$ cat config.mk
export PLATFORM = sky130hd
export DESIGN_NAME = sequenciador_irrigacao
export DESIGN_NICKNAME = d
export VERILOG_FILES = /design/src/rtl/sequenciador_irrigacao.sv
export SDC_FILE = /design/constraint.sdc
export NUM_CORES = 1
export LEC_CHECK = 0
export ABC_AREA = 0
export CORE_MARGIN = 1.5
export CORE_UTILIZATION = 58
export DETAILED_ROUTE_END_ITERATION = 10
export HOLD_SLACK_MARGIN = 0.15
export PLACE_DENSITY = 0.78
export SYNTH_ARGS = -nofsm -noshare
export SYNTH_HDL_FRONTEND = slang
export SYNTH_SLANG_ARGS = --single-unit
$ cat constraint.sdc
create_clock -name clock -period 2.5 [get_ports clock]
set_input_delay 0.75 -clock clock [delete_from_list [all_inputs] [get_ports clock]]
set_output_delay 0.75 -clock clock [all_outputs]
set_load 0.05 [all_outputs]
$ cat src/rtl/sequenciador_irrigacao.sv
// sequenciador_irrigacao
// Registered actuator sequencer sitting between the combinational irrigation
// decision logic and the physical actuators. It enforces a minimum on-time
// per run, a dead interval between runs, immediate abort on alarm and drives
// a blinking alarm lamp.
//
// Ports:
//   clock           system clock, rising edge active
//   reset           asynchronous, active-high; clears all state
//   gotejamentoReq  drip irrigation request
//   aspersaoReq     sprinkler request (wins over drip)
//   valvulaReq      inlet valve request
//   alarmeIn        alarm condition
//   gotejamento     drip valve drive
//   aspersao        sprinkler pump drive
//   valvulaEntrada  inlet valve drive (registered, alarm-gated)
//   alarmeLamp      blinking alarm lamp
//   estado          FSM state: 00 IDLE, 01 GOTEJ, 10 ASPERS, 11 DEAD
module sequenciador_irrigacao #(
  parameter int unsigned MIN_ON     = 8,
  parameter int unsigned DEAD_TIME  = 4,
  parameter int unsigned BLINK_HALF = 5,
  parameter int unsigned TW         = 16
) (
  input  logic       clock,
  input  logic       reset,
  input  logic       gotejamentoReq,
  input  logic       aspersaoReq,
  input  logic       valvulaReq,
  input  logic       alarmeIn,
  output logic       gotejamento,
  output logic       aspersao,
  output logic       valvulaEntrada,
  output logic       alarmeLamp,
  output logic [1:0] estado
);

  typedef enum logic [1:0] {
    IDLE   = 2'b00,
    GOTEJ  = 2'b01,
    ASPERS = 2'b10,
    DEAD   = 2'b11
  } state_t;

  localparam logic [TW-1:0] ON_LAST    = TW'(MIN_ON - 1);
  localparam logic [TW-1:0] DEAD_LAST  = TW'(DEAD_TIME - 1);
  localparam logic [TW-1:0] BLINK_LAST = TW'(BLINK_HALF - 1);
  localparam logic [TW-1:0] TIMER_MAX  = '1;

  state_t        state;
  state_t        state_nxt;
  logic [TW-1:0] timer;

  logic          alarm_q;
  logic [TW-1:0] blink_cnt;

  // Selection used both from IDLE and on the last dead cycle: alarm blocks
  // any start, sprinkler has priority over drip.
  function automatic state_t select_run(input logic alarm,
                                        input logic asp_req,
                                        input logic got_req);
    state_t s;
    if (alarm)        s = IDLE;
    else if (asp_req) s = ASPERS;
    else if (got_req) s = GOTEJ;
    else              s = IDLE;
    return s;
  endfunction

  always_comb begin
    state_nxt = state;
    unique case (state)
      IDLE: begin
        state_nxt = select_run(alarmeIn, aspersaoReq, gotejamentoReq);
      end
      GOTEJ: begin
        if (alarmeIn)
          state_nxt = DEAD;
        else if (timer >= ON_LAST && (!gotejamentoReq || aspersaoReq))
          state_nxt = DEAD;
      end
      ASPERS: begin
        if (alarmeIn)
          state_nxt = DEAD;
        else if (timer >= ON_LAST && (!aspersaoReq || gotejamentoReq))
          state_nxt = DEAD;
      end
      DEAD: begin
        // Alarm is ignored for the length of the dead interval; it only
        // matters through the selection at the last cycle.
        if (timer >= DEAD_LAST)
          state_nxt = select_run(alarmeIn, aspersaoReq, gotejamentoReq);
      end
      default: state_nxt = IDLE;
    endcase
  end

  // FSM, state timer and actuator drives. Drives are registered from the
  // next state so they always match the registered estado.
  always_ff @(posedge clock or posedge reset) begin
    if (reset) begin
      state       <= IDLE;
      timer       <= '0;
      gotejamento <= 1'b0;
      aspersao    <= 1'b0;
    end else begin
      state       <= state_nxt;
      gotejamento <= (state_nxt == GOTEJ);
      aspersao    <= (state_nxt == ASPERS);
      if (state_nxt != state)
        timer <= '0;
      else if (timer != TIMER_MAX)
        timer <= timer + 1'b1;
    end
  end

  assign estado = state;

  // Inlet valve: independent of the irrigation FSM, cut by alarm.
  always_ff @(posedge clock or posedge reset) begin
    if (reset)
      valvulaEntrada <= 1'b0;
    else
      valvulaEntrada <= valvulaReq & ~alarmeIn;
  end

  // Alarm lamp: alarm_q marks that the alarm was already seen, so the first
  // alarm cycle lights the lamp and starts the half-period count from zero.
  always_ff @(posedge clock or posedge reset) begin
    if (reset) begin
      alarm_q    <= 1'b0;
      blink_cnt  <= '0;
      alarmeLamp <= 1'b0;
    end else if (!alarmeIn) begin
      alarm_q    <= 1'b0;
      blink_cnt  <= '0;
      alarmeLamp <= 1'b0;
    end else if (!alarm_q) begin
      alarm_q    <= 1'b1;
      blink_cnt  <= '0;
      alarmeLamp <= 1'b1;
    end else if (blink_cnt >= BLINK_LAST) begin
      blink_cnt  <= '0;
      alarmeLamp <= ~alarmeLamp;
    end else begin
      blink_cnt  <= blink_cnt + 1'b1;
    end
  end

endmodule

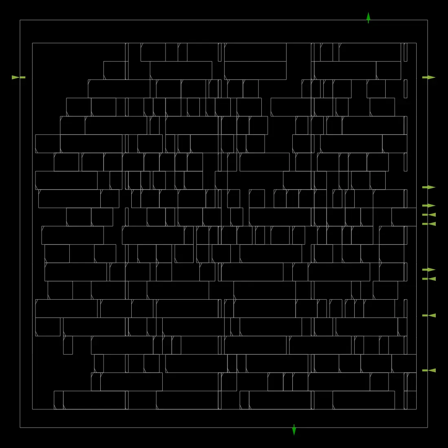
(images/placed.png)
standard cell core area: 3100 sq um
number of rows in the core area: 20

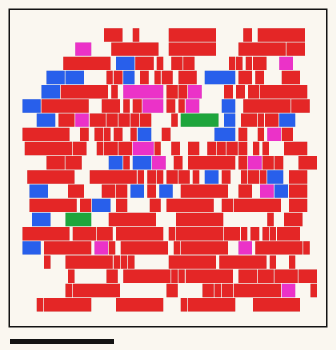
(images/sizing.png)
Bar = 20 microns.
Key: x3 and x4 = magenta [cells 15, share 7.1%]; x6 and larger = green [cells 2, share 0.94%]; x1 and smaller = red [cells 171, share 81%, most used dfrtp_1]; x2 = blue [cells 24, share 11%, most used nor3_2]
Final WS setup: 0.188 ns
buffers outside the clock class: 17
area added between synthesis and finish: 14.9%
final standard cell area without fillers: 2210 sq um

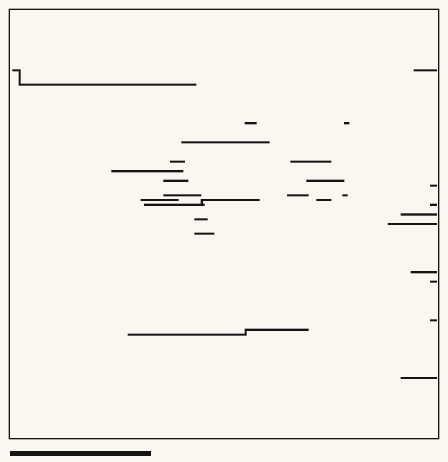
(images/m3.png)
Bar = 20 microns.
The wires run mostly horizontal. The layer holds 4.4% of the routed length. 22 nets have wire on it. The layer carries 155 microns of wire. The longest straight run is 24.8 microns.
met3 Use GR: 7.89%
total number of vias: 1427
total wirelength of the detailed-routed design: 3540 microns

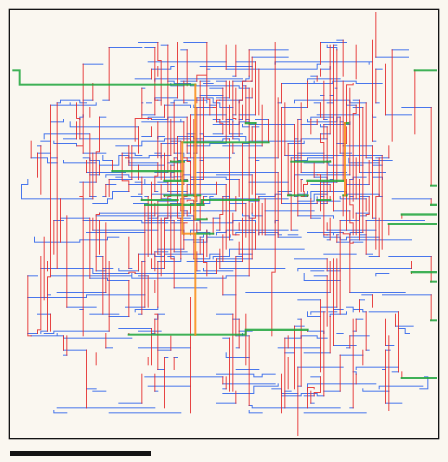
(images/layers.png)
Bar = 20 microns.
Key: M1 = blue [wire length 1560 microns]; M3 = green [wire length 155 microns]; M4 = orange [wire length 58.3 microns]; M2 = red [wire length 1760 microns]

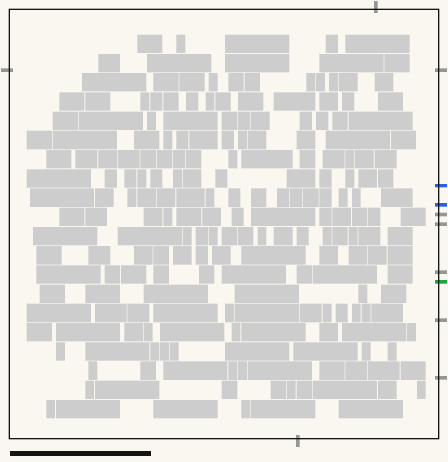
(images/pinout.png)
Bar = 20 microns. Pins as bars across the die edge, other pins in gray.
Key: estado = blue [pins 2, direction output, edge right]; valvulaReq = green [pins 1, direction input, edge right]
die x size: 60.5 microns
height of the die: 60.5 microns
count of port buffers added during placement: 11

==> run_summary.xml <==
<?xml version="1.0" encoding="UTF-8"?>
<metrics>
  <group name="timing">
    <metric name="finalClockSkew" unit="ns">0.00679</metric>
    <metric name="finalHoldWorstSlack" unit="ns">0.467</metric>
    <metric name="timing.final.max_slew_violations" unit="">0</metric>
    <metric name="maxSlewHeadroom" unit="%">66.4</metric>
    <metric name="finalClockPeriodUsage" unit="%">92.5</metric>
    <metric name="tns_setup" unit="ns">0</metric>
    <metric name="timing.final.crit_period" unit="ns">2.31</metric>
    <metric name="timing.fmax" unit="MHz">432</metric>
    <metric name="finalHoldViolCount" unit="">0</metric>
    <metric name="worst_pin_slew" unit="ns">0.502</metric>
    <metric name="setup-violations-final" unit="">0</metric>
    <metric name="grt_setup_unrepaired" unit="">false</metric>
  </group>
  <group name="cts">
    <metric name="clk-insertion-delay-late" unit="ns">0.35</metric>
    <metric name="tritoncts.num_buffers" unit="">5</metric>
    <metric name="cts.path.max_buffers" unit="">2</metric>
    <metric name="clkTransAtPathRegs" unit="ns">0.11</metric>
    <metric name="cts.htree.levels" unit="">2</metric>
    <metric name="clock_tree.root_cell" unit="">sky130_fd_sc_hd__clkbuf_4</metric>
    <metric name="cts_num_sinks" unit="">39</metric>
    <metric name="tritoncts" unit="">done</metric>
  </group>
  <group name="pwr">
    <metric name="power.static_leakage" unit="nW">0.970</metric>
    <metric name="p_total" unit="mW">1.83</metric>
    <metric name="irDropWorstVdd" unit="mV">0.649</metric>
    <metric name="power_density" unit="nW/um^2">831</metric>
  </group>
  <group name="route">
    <metric name="vias_per_cell" unit="">5.57</metric>
    <metric name="detailedRoute.firstIterationViolations" unit="">112</metric>
    <metric name="detail_route.first_pass.iterations" unit="">4</metric>
    <metric name="drc" unit="">0</metric>
    <metric name="routed_wire_length_per_instance" unit="microns">13.8</metric>
    <metric name="ant_nets" unit="">0</metric>
  </group>
  <group name="place">
    <metric name="gp_congestion" unit="">0.899</metric>
    <metric name="setup_slack_after_placement" unit="ns">-0.0813</metric>
    <metric name="placed_cell_area" unit="sq um">2140</metric>
    <metric name="numPlacedInstances" unit="">248</metric>
    <metric name="dp.final_hpwl" unit="microns">2550</metric>
  </group>
  <group name="floorplan">
    <metric name="initial_core_util" unit="%">61.9</metric>
    <metric name="die_area" unit="sq um">3670</metric>
    <metric name="top_level_ports" unit="">12</metric>
  </group>
  <group name="synth">
    <metric name="enable_flop_cells" unit="">0</metric>
    <metric name="xor_and_xnor_fraction_of_the_mapped_netlist_area" unit="%">3.19</metric>
    <metric name="post_synth_ao_oa_area_fraction" unit="%">9.32</metric>
    <metric name="synth_chip_area" unit="sq um">1920</metric>
    <metric name="postSynth.topFlopCell" unit="">sky130_fd_sc_hd__dfrtp_1</metric>
    <metric name="top_cell_area_share" unit="%">50.8</metric>
    <metric name="async_reset_ff_share" unit="%">100</metric>
    <metric name="post-synth-top-area-cell" unit="">sky130_fd_sc_hd__dfrtp_1</metric>
    <metric name="synth-warning-count" unit="">0</metric>
    <metric name="fraction_of_the_mapped_netlist_area_in_simple_logic_gates" unit="%">27.3</metric>
    <metric name="post_synth_num_cell_types" unit="">40</metric>
    <metric name="fa_ha_area_share" unit="%">1.95</metric>
    <metric name="yosys_cells" unit="">180</metric>
    <metric name="synthTopCellsByArea" unit="">sky130_fd_sc_hd__dfrtp_1 51%, sky130_fd_sc_hd__nor3_2 5.2%, sky130_fd_sc_hd__xnor2_1 3.2%, sky130_fd_sc_hd__nor2_1 2.9%, sky130_fd_sc_hd__nor4_1 2.9%</metric>
    <metric name="mux_share" unit="%">2.61</metric>
    <metric name="synth.cell_area" unit="sq um">1920</metric>
    <metric name="ys_seq_share" unit="%">50.8</metric>
    <metric name="topCombFamilyByArea" unit="">simple AND/OR/NAND/NOR gates</metric>
    <metric name="synthesized_area_per_cell" unit="sq um">10.7</metric>
    <metric name="yosys_register_bits" unit="">39</metric>
    <metric name="post_synth_inst_count" unit="">180</metric>
  </group>
  <group name="worst_setup_path">
    <metric name="r2r_setup_slack" unit="ns">0.19</metric>
    <metric name="ws_path_type" unit="">reg -&gt; reg</metric>
    <metric name="critical_path_sink_type" unit="">flip-flop</metric>
    <metric name="timing.critical_path.slowest_stage_cell" unit="">sky130_fd_sc_hd__or4_4</metric>
    <metric name="startpoint_type" unit="">flip-flop</metric>
    <metric name="worstPathMaxFanout" unit="">16</metric>
    <metric name="cell_breakdown_of_the_critical_path" unit="">or4_4, nor4_4, nand2_2, a32o_2, nor4_1</metric>
    <metric name="cp_data_required_time" unit="ns">2.76</metric>
    <metric name="maximum_single_stage_delay_on_the_critical_path" unit="ns">0.56</metric>
    <metric name="worst-endpoint-arrival" unit="ns">2.57</metric>
  </group>
  <group name="global_routing">
    <metric name="global_route.usage.total" unit="%">22.6</metric>
    <metric name="initial_antenna_violation_count" unit="">0</metric>
    <metric name="grt.overflow.total" unit="">0</metric>
    <metric name="first_global_vias" unit="">1301</metric>
    <metric name="grt_pass1_wl" unit="microns">5960</metric>
    <metric name="grt_max_degree" unit="">40</metric>
  </group>
  <group name="layout">
    <metric name="fill_cells" unit="">262</metric>
    <metric name="finalNonFillerCells" unit="">256</metric>
    <metric name="antennaDiodeCount" unit="">0</metric>
    <metric name="final_core_util" unit="%">71.1</metric>
    <metric name="final_layout_size_suffix_gt1_share" unit="%">19.3</metric>
    <metric name="logic_area" unit="sq um">901</metric>
    <metric name="sequential_cell_area" unit="sq um">976</metric>
    <metric name="design.final.nets" unit="">220</metric>
  </group>
  <group name="min_path">
    <metric name="hold_class" unit="">reg -&gt; reg</metric>
  </group>
  <group name="run">
    <metric name="max_cap_viol_count" unit="">0</metric>
    <metric name="warning_count" unit="">28</metric>
  </group>
  <group name="outcome">
    <metric name="run_status" unit="">complete, no violations</metric>
  </group>
</metrics>
[placed cells by master (no fill, tap or decap), types with 2 or more instances in the layout]
master                            count
sky130_fd_sc_hd__a211oi_1             2
sky130_fd_sc_hd__clkdlybuf4s50_1     10
sky130_fd_sc_hd__a21oi_1              9
sky130_fd_sc_hd__nor2_1              15
sky130_fd_sc_hd__or4_4                2
sky130_fd_sc_hd__dfrtp_1             39
sky130_fd_sc_hd__and2_2               2
sky130_fd_sc_hd__buf_4                5
sky130_fd_sc_hd__nor2b_1              2
sky130_fd_sc_hd__or3_2                2
sky130_fd_sc_hd__and3_1               2
sky130_fd_sc_hd__xnor2_1              7
sky130_fd_sc_hd__ha_1                 3
sky130_fd_sc_hd__a31oi_1              4
sky130_fd_sc_hd__nand2_1              9
sky130_fd_sc_hd__mux2i_1              5
sky130_fd_sc_hd__o21ai_0              4
sky130_fd_sc_hd__nand3_1              6
sky130_fd_sc_hd__or2b_2               2
sky130_fd_sc_hd__a21boi_0             2
sky130_fd_sc_hd__nor4_1               9
sky130_fd_sc_hd__and3_2               3
sky130_fd_sc_hd__inv_1               10
sky130_fd_sc_hd__conb_1              13
sky130_fd_sc_hd__nor3_1               7
sky130_fd_sc_hd__o21a_1               2
sky130_fd_sc_hd__nand4_1              4
sky130_fd_sc_hd__nor3_2              10
sky130_fd_sc_hd__nand2b_1             3
sky130_fd_sc_hd__clkbuf_4             5
[layer usage]
metal  track usage [%]  part of all wire (%)  vias up  wire (microns)
met2              34.9                    50       39            1760
met1              29.9                    44      687            1560
li1                  -                     -      693               -
met4              8.07                   1.6        0              58
met5                 0                     0        -               0
met3              7.89                   4.4        8             154
[cell type report]
type	instances	area share (%)
clock inverters	2	0.737
repair buffers	17	7.71
well taps	44	2.49
inverters	10	1.70
flip-flops and latches	39	44.2
clock buffers	6	2.32
multi-input cells	138	40.8
[worst max-delay path: cells and delay by family, from the launching register on]
kind	cells	cell delay, ns
AND-OR/OR-AND	1	0.43
AND/OR/NAND/NOR	4	1.34
flip-flops	1	0.44
[registers in the layout, summed over array words and instances, names as in the netlist]
name            cells
estado              2
valvulaEntrada      1
timer              16
alarm_q             1
aspersao            1
gotejamento         1
blink_cnt          16
alarmeLamp          1
[repair_timing]
item | 4_1_cts | 5_1_grt
setup endpoints to repair | 0 | 1
buffers inserted | 0 | 0
hold buffers | 0 | 0
resized | 0 | 1
[cell usage after synthesis, drive strengths merged, types with 3 or more instances]
cell type and n:
dfrtp 39, nor3 17, nor2 15, inv 10, nand2 10, nor4 10
a21oi 9, xnor2 7, nand3 6, and3 5, mux2i 5, a31oi 4
nand4 4, o21ai 4, ha 3, nand2b 3
[power by group]
group	switching [mW]	internal (mW)	leakage, nW
Combinational	0.458	0.270	0.438
Clock	0.212	0.138	0.0345
Sequential	0.0551	0.699	0.498
Total	0.726	1.11	0.970
[final timing paths]
path,startpoint,to,cells after the start
max,timer[6],timer[7],5
min,blink_cnt[0],blink_cnt[0],1
max reg2reg,timer[6],timer[7],5
min reg2reg,blink_cnt[0],blink_cnt[0],1
max in group asynchronous,reset,timer[9],3
min in group asynchronous,reset,blink_cnt[2],3
Power is estimated from default activity; no workload was simulated.
